==> run_1/congestion_map.png <==
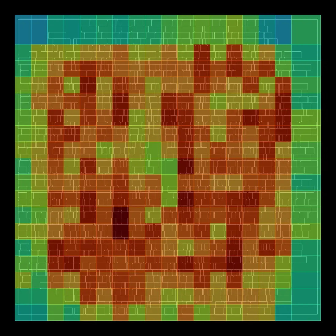
==> run_1/pinout.png <==
Drawn at 2 px/µm. Pins as bars across the die edge, other pins in grey.
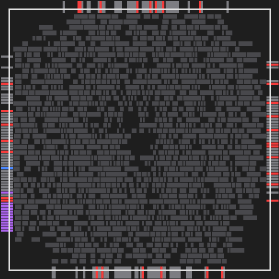
==> run_1/ff_map.png <==
Drawn at 2 px/µm.
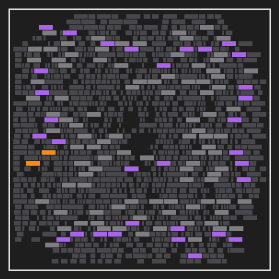
--- src/rtl/otter_trap_ctrl_pkg.sv ---
// Shared encodings for the OTTER trap sequencer: exception selects, CSR addresses,
// cause codes, mstatus bit positions and FSM states.
package otter_trap_ctrl_pkg;

    localparam int unsigned XLEN = 32;
    localparam int unsigned CAUSE_W = 31;

    localparam logic [3:0] MCAUSE_SEL_NONE           = 4'd0;
    localparam logic [3:0] MCAUSE_SEL_INSTR_MISALIGN = 4'd1;
    localparam logic [3:0] MCAUSE_SEL_ILLEGAL        = 4'd2;
    localparam logic [3:0] MCAUSE_SEL_LOAD_MISALIGN  = 4'd3;
    localparam logic [3:0] MCAUSE_SEL_STORE_MISALIGN = 4'd4;

    localparam logic [11:0] CSR_ADDR_MSTATUS = 12'h300;
    localparam logic [11:0] CSR_ADDR_MTVEC   = 12'h305;
    localparam logic [11:0] CSR_ADDR_MEPC    = 12'h341;
    localparam logic [11:0] CSR_ADDR_MCAUSE  = 12'h342;
    localparam logic [11:0] CSR_ADDR_MTVAL   = 12'h343;

    localparam logic [CAUSE_W-1:0] CAUSE_INSTR_MISALIGN = 31'd0;
    localparam logic [CAUSE_W-1:0] CAUSE_ILLEGAL        = 31'd2;
    localparam logic [CAUSE_W-1:0] CAUSE_BREAKPOINT     = 31'd3;
    localparam logic [CAUSE_W-1:0] CAUSE_LOAD_MISALIGN  = 31'd4;
    localparam logic [CAUSE_W-1:0] CAUSE_STORE_MISALIGN = 31'd6;
    localparam logic [CAUSE_W-1:0] CAUSE_ECALL          = 31'd11;

    localparam int unsigned MSTATUS_MIE_BIT  = 3;
    localparam int unsigned MSTATUS_MPIE_BIT = 7;

    typedef enum logic [1:0] {
        S_RUN  = 2'd0,
        S_TRAP = 2'd1,
        S_MRET = 2'd2
    } state_e;

    typedef enum logic [1:0] {
        MTVAL_ZERO = 2'd0,
        MTVAL_TVAL = 2'd1,
        MTVAL_PC   = 2'd2
    } mtval_src_e;

endpackage

--- src/rtl/otter_trap_ctrl_cause_decode.sv ---
// Combinational trap decode: prioritises irq > exception > ecall > ebreak and
// produces the take-trap strobe, the 31-bit cause and the mtval source.
module otter_trap_ctrl_cause_decode
    import otter_trap_ctrl_pkg::*;
#(
    parameter logic [30:0] INTR_CAUSE = 31'd11
) (
    input  logic               i_commit,
    input  logic [3:0]         i_excp_sel,
    input  logic               i_ecall,
    input  logic               i_ebreak,
    input  logic               i_irq,
    output logic               o_take_trap_c,
    output logic [CAUSE_W-1:0] o_cause_c,
    output mtval_src_e         o_mtval_src_c
);

    logic excp;

    always_comb begin
        excp          = (i_excp_sel != MCAUSE_SEL_NONE);
        o_take_trap_c = i_commit & (i_irq | excp | i_ecall | i_ebreak);
        o_cause_c     = '0;
        o_mtval_src_c = MTVAL_ZERO;
        if (i_irq) begin
            o_cause_c = INTR_CAUSE;
        end else if (excp) begin
            o_mtval_src_c = MTVAL_TVAL;
            // Unknown nonzero selects are reported as illegal instruction
            case (i_excp_sel)
                MCAUSE_SEL_INSTR_MISALIGN: o_cause_c = CAUSE_INSTR_MISALIGN;
                MCAUSE_SEL_LOAD_MISALIGN:  o_cause_c = CAUSE_LOAD_MISALIGN;
                MCAUSE_SEL_STORE_MISALIGN: o_cause_c = CAUSE_STORE_MISALIGN;
                default:                   o_cause_c = CAUSE_ILLEGAL;
            endcase
        end else if (i_ecall) begin
            o_cause_c = CAUSE_ECALL;
        end else if (i_ebreak) begin
            o_cause_c     = CAUSE_BREAKPOINT;
            o_mtval_src_c = MTVAL_PC;
        end
    end

endmodule

--- src/rtl/otter_trap_ctrl.sv ---
// OTTER trap sequencer: owns the trap CSRs, takes traps/mret at commit and drives
// the two-cycle stall/kill/redirect sequence to the PC datapath.
module otter_trap_ctrl
    import otter_trap_ctrl_pkg::*;
#(
    parameter logic [31:0] RESET_MTVEC = 32'h0000_0000,
    parameter logic [30:0] INTR_CAUSE  = 31'd11
) (
    input  logic            i_clk,
    input  logic            i_rst_n,
    input  logic            i_commit,
    input  logic [XLEN-1:0] i_pc_addr,
    input  logic [3:0]      i_excp_sel,
    input  logic [XLEN-1:0] i_trap_mtval,
    input  logic            i_ecall,
    input  logic            i_ebreak,
    input  logic            i_mret,
    input  logic            i_intr,
    input  logic            i_csr_we,
    input  logic [11:0]     i_csr_addr,
    input  logic [XLEN-1:0] i_csr_wdata,
    output logic [XLEN-1:0] o_csr_rdata,
    output logic            o_stall,
    output logic            o_kill,
    output logic            o_redirect,
    output logic [XLEN-1:0] o_pc_target,
    output logic            o_mie
);

    state_e            state_q, state_d;
    logic [XLEN-1:0]   mtvec_q, mtvec_d;
    logic [XLEN-1:0]   mepc_q, mepc_d;
    logic [XLEN-1:0]   mcause_q, mcause_d;
    logic [XLEN-1:0]   mtval_q, mtval_d;
    logic              mie_q, mie_d;
    logic              mpie_q, mpie_d;

    logic              irq;
    logic              run;
    logic              take_trap;
    logic              trap_go;
    logic              mret_go;
    logic [CAUSE_W-1:0] cause;
    mtval_src_e        mtval_src;

    assign irq     = i_intr & mie_q;
    assign run     = (state_q == S_RUN);
    assign trap_go = run & take_trap;
    assign mret_go = run & i_commit & i_mret & ~take_trap;

    otter_trap_ctrl_cause_decode #(
        .INTR_CAUSE (INTR_CAUSE)
    ) u_cause_decode (
        .i_commit      (i_commit),
        .i_excp_sel    (i_excp_sel),
        .i_ecall       (i_ecall),
        .i_ebreak      (i_ebreak),
        .i_irq         (irq),
        .o_take_trap_c (take_trap),
        .o_cause_c     (cause),
        .o_mtval_src_c (mtval_src)
    );

    // Next state: CSR writes first, trap/mret updates then override the same registers
    always_comb begin
        state_d  = state_q;
        mtvec_d  = mtvec_q;
        mepc_d   = mepc_q;
        mcause_d = mcause_q;
        mtval_d  = mtval_q;
        mie_d    = mie_q;
        mpie_d   = mpie_q;

        if (run && i_csr_we) begin
            case (i_csr_addr)
                CSR_ADDR_MSTATUS: begin
                    mie_d  = i_csr_wdata[MSTATUS_MIE_BIT];
                    mpie_d = i_csr_wdata[MSTATUS_MPIE_BIT];
                end
                CSR_ADDR_MTVEC:  mtvec_d  = i_csr_wdata;
                CSR_ADDR_MEPC:   mepc_d   = {i_csr_wdata[XLEN-1:2], 2'b00};
                CSR_ADDR_MCAUSE: mcause_d = i_csr_wdata;
                CSR_ADDR_MTVAL:  mtval_d  = i_csr_wdata;
                default: ;
            endcase
        end

        case (state_q)
            S_RUN: begin
                if (trap_go) begin
                    mepc_d   = {i_pc_addr[XLEN-1:2], 2'b00};
                    mcause_d = {irq, cause};
                    case (mtval_src)
                        MTVAL_TVAL: mtval_d = i_trap_mtval;
                        MTVAL_PC:   mtval_d = i_pc_addr;
                        default:    mtval_d = '0;
                    endcase
                    mpie_d  = mie_q;
                    mie_d   = 1'b0;
                    state_d = S_TRAP;
                end else if (mret_go) begin
                    mie_d   = mpie_q;
                    mpie_d  = 1'b1;
                    state_d = S_MRET;
                end
            end
            default: state_d = S_RUN;
        endcase
    end

    // Pipeline controls and CSR read mux; mcause already holds the new trap in S_TRAP
    always_comb begin
        o_stall     = 1'b0;
        o_kill      = 1'b0;
        o_redirect  = 1'b0;
        o_pc_target = '0;
        o_mie       = mie_q;
        o_csr_rdata = '0;

        case (state_q)
            S_RUN: begin
                o_kill  = trap_go;
                o_stall = trap_go | mret_go;
            end
            S_TRAP: begin
                o_stall     = 1'b1;
                o_redirect  = 1'b1;
                o_pc_target = {mtvec_q[XLEN-1:2], 2'b00};
                if (mtvec_q[1:0] == 2'b01 && mcause_q[XLEN-1])
                    o_pc_target = {mtvec_q[XLEN-1:2], 2'b00} + {mcause_q[XLEN-3:0], 2'b00};
            end
            S_MRET: begin
                o_stall     = 1'b1;
                o_redirect  = 1'b1;
                o_pc_target = mepc_q;
            end
            default: ;
        endcase

        case (i_csr_addr)
            CSR_ADDR_MSTATUS: begin
                o_csr_rdata[MSTATUS_MIE_BIT]  = mie_q;
                o_csr_rdata[MSTATUS_MPIE_BIT] = mpie_q;
            end
            CSR_ADDR_MTVEC:  o_csr_rdata = mtvec_q;
            CSR_ADDR_MEPC:   o_csr_rdata = mepc_q;
            CSR_ADDR_MCAUSE: o_csr_rdata = mcause_q;
            CSR_ADDR_MTVAL:  o_csr_rdata = mtval_q;
            default: ;
        endcase
    end

    always_ff @(posedge i_clk) begin
        if (!i_rst_n) begin
            state_q  <= S_RUN;
            mtvec_q  <= RESET_MTVEC;
            mepc_q   <= '0;
            mcause_q <= '0;
            mtval_q  <= '0;
            mie_q    <= 1'b0;
            mpie_q   <= 1'b0;
        end else begin
            state_q  <= state_d;
            mtvec_q  <= mtvec_d;
            mepc_q   <= mepc_d;
            mcause_q <= mcause_d;
            mtval_q  <= mtval_d;
            mie_q    <= mie_d;
            mpie_q   <= mpie_d;
        end
    end

endmodule
--- config.mk ---
export PLATFORM = sky130hd
export DESIGN_NAME = otter_trap_ctrl
export DESIGN_NICKNAME = d
export VERILOG_FILES = /design/src/rtl/otter_trap_ctrl_pkg.sv /design/src/rtl/otter_trap_ctrl_cause_decode.sv /design/src/rtl/otter_trap_ctrl.sv
export SDC_FILE = /design/constraint.sdc
export NUM_CORES = 1
export LEC_CHECK = 0
export CAP_MARGIN = 5
export CORE_UTILIZATION = 52
export CTS_CLUSTER_SIZE = 24
export DETAILED_ROUTE_END_ITERATION = 7
export GPL_TIMING_DRIVEN = 1
export PLACE_DENSITY = 0.82
export SYNTH_ARGS = -nofsm -noshare
export SYNTH_HDL_FRONTEND = slang
export SYNTH_SLANG_ARGS = --single-unit
--- constraint.sdc ---
create_clock -name i_clk -period 4.2 [get_ports i_clk]
set_clock_uncertainty 0.2 [all_clocks]
set_input_delay 0.42 -clock i_clk [delete_from_list [all_inputs] [get_ports i_clk]]
set_output_delay 0.42 -clock i_clk [all_outputs]
set_load 0.1 [all_outputs]
==> reports/README.md, run 1 <==
| Item | This run | Unit |
| --- | --- | --- |
| Power of the combinational group | 445 | µW |
| Leakage Power | 4.25 | nW |
| Number of detailed-route iterations in the first pass | 5 | - |
| Number of enable flip-flop cells | 0 | - |
| Chip height | 130 | µm |
| Number of nets in the synthesized netlist | 1241 | - |
| DP Wirelength | 20200 | µm |
| Number of buffers on the longest clock path | 2 | - |
| Cell count after placement | 1425 | - |
| Part of the power in combinational logic | 0.130 | - |
| Post-synthesis simple-gate area fraction | 0.194 | - |
| Ys async rst share | 0 | - |
| Leading cell type by number of instances after synthesis | sky130_fd_sc_hd__nand2_1 | - |
| Share of the core filled by cells before placement | 0.534 | - |
| Top-area cell type share of the netlist area | 0.312 | - |
| Fraction of area in registers | 0.226 | - |
| Crit path max-delay family | AND-OR/OR-AND gates | - |
| Part of the total power dissipated in sequential elements | 0.400 | - |
| Slowest CP cell | sky130_fd_sc_hd__a221o_1 | - |
| Detail Route Antenna Nets | 0 | - |
| Comb. cell area | 0.00551 | mm² |
| Clock buffer cells | 23 | - |
| CTS Buf Count | 17 | - |
| Layout Nets | 1386 | - |
| Reg2Reg Setup Slack | 1460 | ps |
| TritonCTS clock tree | yes | - |
| Hold Path Stages | 2 | - |
| Highest ir drop seen on vdd | 0.299 | mV |
| Share of final-layout standard cells stronger than drive strength 1 | 0.122 | - |
| Vias per cell | 6.52 | - |
| Total number of H-tree levels | 4 | - |
| Cell at the root of the clock tree | sky130_fd_sc_hd__clkbuf_16 | - |
| Tightest Pin Transition | 1330 | ps |
| Longest individual stage delay on the worst path | 380 | ps |
| Synth top cells by count | 199 x sky130_fd_sc_hd__nand2_1, 132 x sky130_fd_sc_hd__dfxtp_1, 90 x sky130_fd_sc_hd__a21oi_1, 78 x sky130_fd_sc_hd__nor2_1, 76 x sky130_fd_sc_hd__clkbuf_1 | - |
| Sequential logic power | 1.36 | mW |
| DRC violation count after routing | 0 | - |
| Cell count after synthesis | 1087 | - |
| Worst Reg-to-Reg Cells | 5 | - |
| Worst hold start | mcause_q[30] | - |
| Result of the run | finished, final reports clean | - |
| Multi-input gate share of the layout cell area | 0.471 | - |
| Normalized max-slew margin | 0.115 | - |
| Clock slew at the register clock pins of the worst setup and hold paths | 60 | ps |
| Launching point of the worst reg2reg path | o_mie | - |
| Synth flops | 132 | - |
| Cell area after synthesis | 0.00848 | mm² |
| Clk latency late pin | 420 | ps |
-- congestion_map.png (at the start) --
DR WL/cell: 20.6 µm
global routing usage on met2: 0.572
global-route met3 utilization: 0.0873
end-of-flow core utilization: 0.737

-- pinout.png (at the start) --
i_csr_addr -> purple  # pins 12, direction input, edge left
i_commit -> blue  # pins 1, direction input, edge left
o_csr_rdata -> red  # pins 32, direction output, edge 11 right, 8 top, 7 left, 6 bottom

-- ff_map.png (at the start) --
state_q -> orange  # placed flops 2
mtval_q -> purple  # placed flops 32, where widely spread
not coloured = 98

[run 1: timing repair]
| action | in CTS | in global routing |
|---|---|---|
| endpoints found under the setup margin | 6 | 6 |
| cloned | 0 | 0 |
| resized | 6 | 7 |
| hold buffers | 0 | 0 |
| hold endpoints to repair | 0 | 0 |
| setup buffers | 2 | 2 |
| pin swaps | 3 | 8 |
[run 1: routing by layer]
metal / GRT usage / vias up / part of all wire
li1: - / 4354 / -
met1: 0.471 / 4435 / 0.41
met2: 0.572 / 650 / 0.44
met3: 0.0873 / 93 / 0.12
met4: 0.159 / 0 / 0.031
met5: 0 / - / 0
[run 1: metrics by stage]
stage / cell area, µm² / setup WS, ps
after CTS: 11700 / 4.31
after floorplan: 8490 / -548
after global routing: 11700 / -6.28
final: 11700 / 39.7
after detailed placement: 11000 / 211
after global placement: 11000 / 225
--- run 2 (diff from run 1) ---
--- a/config.mk
+++ b/config.mk
@@ -6,11 +6,11 @@
 export NUM_CORES = 1
 export LEC_CHECK = 0
 export CAP_MARGIN = 5
-export CORE_UTILIZATION = 52
+export CORE_UTILIZATION = 50
 export CTS_CLUSTER_SIZE = 24
 export DETAILED_ROUTE_END_ITERATION = 7
 export GPL_TIMING_DRIVEN = 1
-export PLACE_DENSITY = 0.82
+export PLACE_DENSITY = 0.79
 export SYNTH_ARGS = -nofsm -noshare
 export SYNTH_HDL_FRONTEND = slang
 export SYNTH_SLANG_ARGS = --single-unit
==> reports/README.md, run 2 <==
| Item | This run | Unit | vs previous |
| --- | --- | --- | --- |
| Result of the run | finished, final reports clean | - | unchanged |
| TritonCTS clock tree | yes | - | unchanged |
| Longest individual stage delay on the worst path | 370 | ps | was 380 ps |
| CTS Buf Count | 17 | - | unchanged |
| Clock buffer cells | 20 | - | was 23 |
| Fraction of area in registers | 0.227 | - | was 0.226 |
| Share of the core filled by cells before placement | 0.512 | - | was 0.534 |
| Reg2Reg Setup Slack | 1410 | ps | was 1460 ps |
| Placed cell areas | 0.0110 | mm² | about the same |
| Post-route setup slack | 55.2 | ps | was 39.7 ps |
| End-of-flow core utilization | 0.703 | - | was 0.737 |
| DP Wirelength | 20400 | µm | was 20200 µm |
| CTS hold repair buffers | 0 | - | unchanged |
| Leading cell type by number of instances after synthesis | sky130_fd_sc_hd__nand2_1 | - | unchanged |
| Worst slack, placed | 202 | ps | was 211 ps |
| DRC violation count after routing | 0 | - | unchanged |
| Share of final-layout standard cells stronger than drive strength 1 | 0.121 | - | was 0.122 |
| Crit path max-delay family | AND-OR/OR-AND gates | - | unchanged |
| Multi-input gate share of the layout cell area | 0.472 | - | was 0.471 |
| Detail Route Antenna Nets | 0 | - | unchanged |
| Detailed route wirelength on metal2 | 13800 | µm | was 13400 µm |
| Number of detailed-route iterations in the first pass | 7 | - | was 5 |
| Synth flops | 132 | - | unchanged |
| Highest ir drop seen on vdd | 0.340 | mV | was 0.299 mV |
| Post-synthesis simple-gate area fraction | 0.194 | - | unchanged |
| Launching point of the worst reg2reg path | state_q[0] | - | was o_mie |
| Number of nets in the synthesized netlist | 1241 | - | unchanged |
| Part of the total power dissipated in sequential elements | 0.413 | - | was 0.400 |
| Worst hold start | mcause_q[30] | - | unchanged |
| DR WL/cell | 21.0 | µm | was 20.6 µm |
| Normalized max-slew margin | 0.349 | - | was 0.115 |
| Detailed-routed wire length on met3 | 3260 | µm | was 3470 µm |
| # resized after CTS | 6 | - | unchanged |
| Worst Reg-to-Reg Cells | 8 | - | was 5 |
| Number of buffers on the longest clock path | 2 | - | unchanged |
| Number of enable flip-flop cells | 0 | - | unchanged |
| Layout Nets | 1386 | - | unchanged |
| Chip height | 132 | µm | was 130 µm |
| Part of the power in combinational logic | 0.134 | - | was 0.130 |
| Cell area after synthesis | 0.00848 | mm² | unchanged |
| Total number of H-tree levels | 4 | - | unchanged |
==> run 2: cell types whose count changed in the layout (fill, tap and decap cells not counted) <==
cell                        before  now
sky130_fd_sc_hd__bufinv_16       4    3
sky130_fd_sc_hd__clkbuf_1        3    2
sky130_fd_sc_hd__clkbuf_8        3    1
sky130_fd_sc_hd__clkinv_2        3    6
sky130_fd_sc_hd__nor3_1          8    9
sky130_fd_sc_hd__nor3_2          2    1
sky130_fd_sc_hd__o21ai_0        22   23
sky130_fd_sc_hd__o21ai_1        19   18
==> run 2: per-layer routing <==
| layer | vias up | track usage |
|---|---|---|
| li1 | 4338 | - |
| met5 | - | 0 |
| met4 | 0 | 0.146 |
| met1 | 4446 | 0.452 |
| met2 | 655 | 0.544 |
| met3 | 107 | 0.0638 |
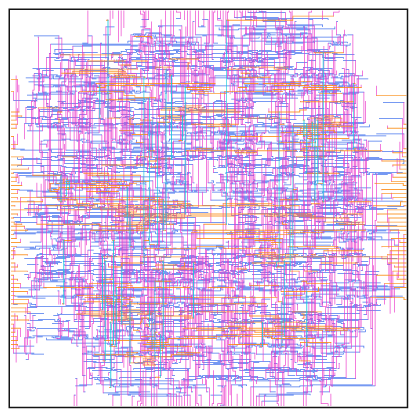
(run_2/layers.png)
Drawn at 3 px/µm.
M1 -> blue  # wire length 12500 µm
M4 -> cyan  # wire length 1080 µm
M2 -> magenta  # wire length 13800 µm
M3 -> orange  # wire length 3260 µm

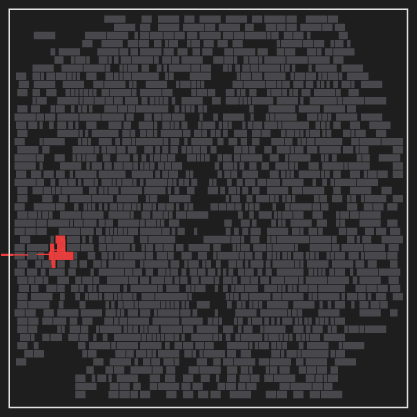
(run_2/port_trees.png)
Drawn at 3 px/µm.
i_commit -> red  # direction input, edge left, end cells 6, wire 27.7 µm

Power is estimated from default activity; no workload was simulated.
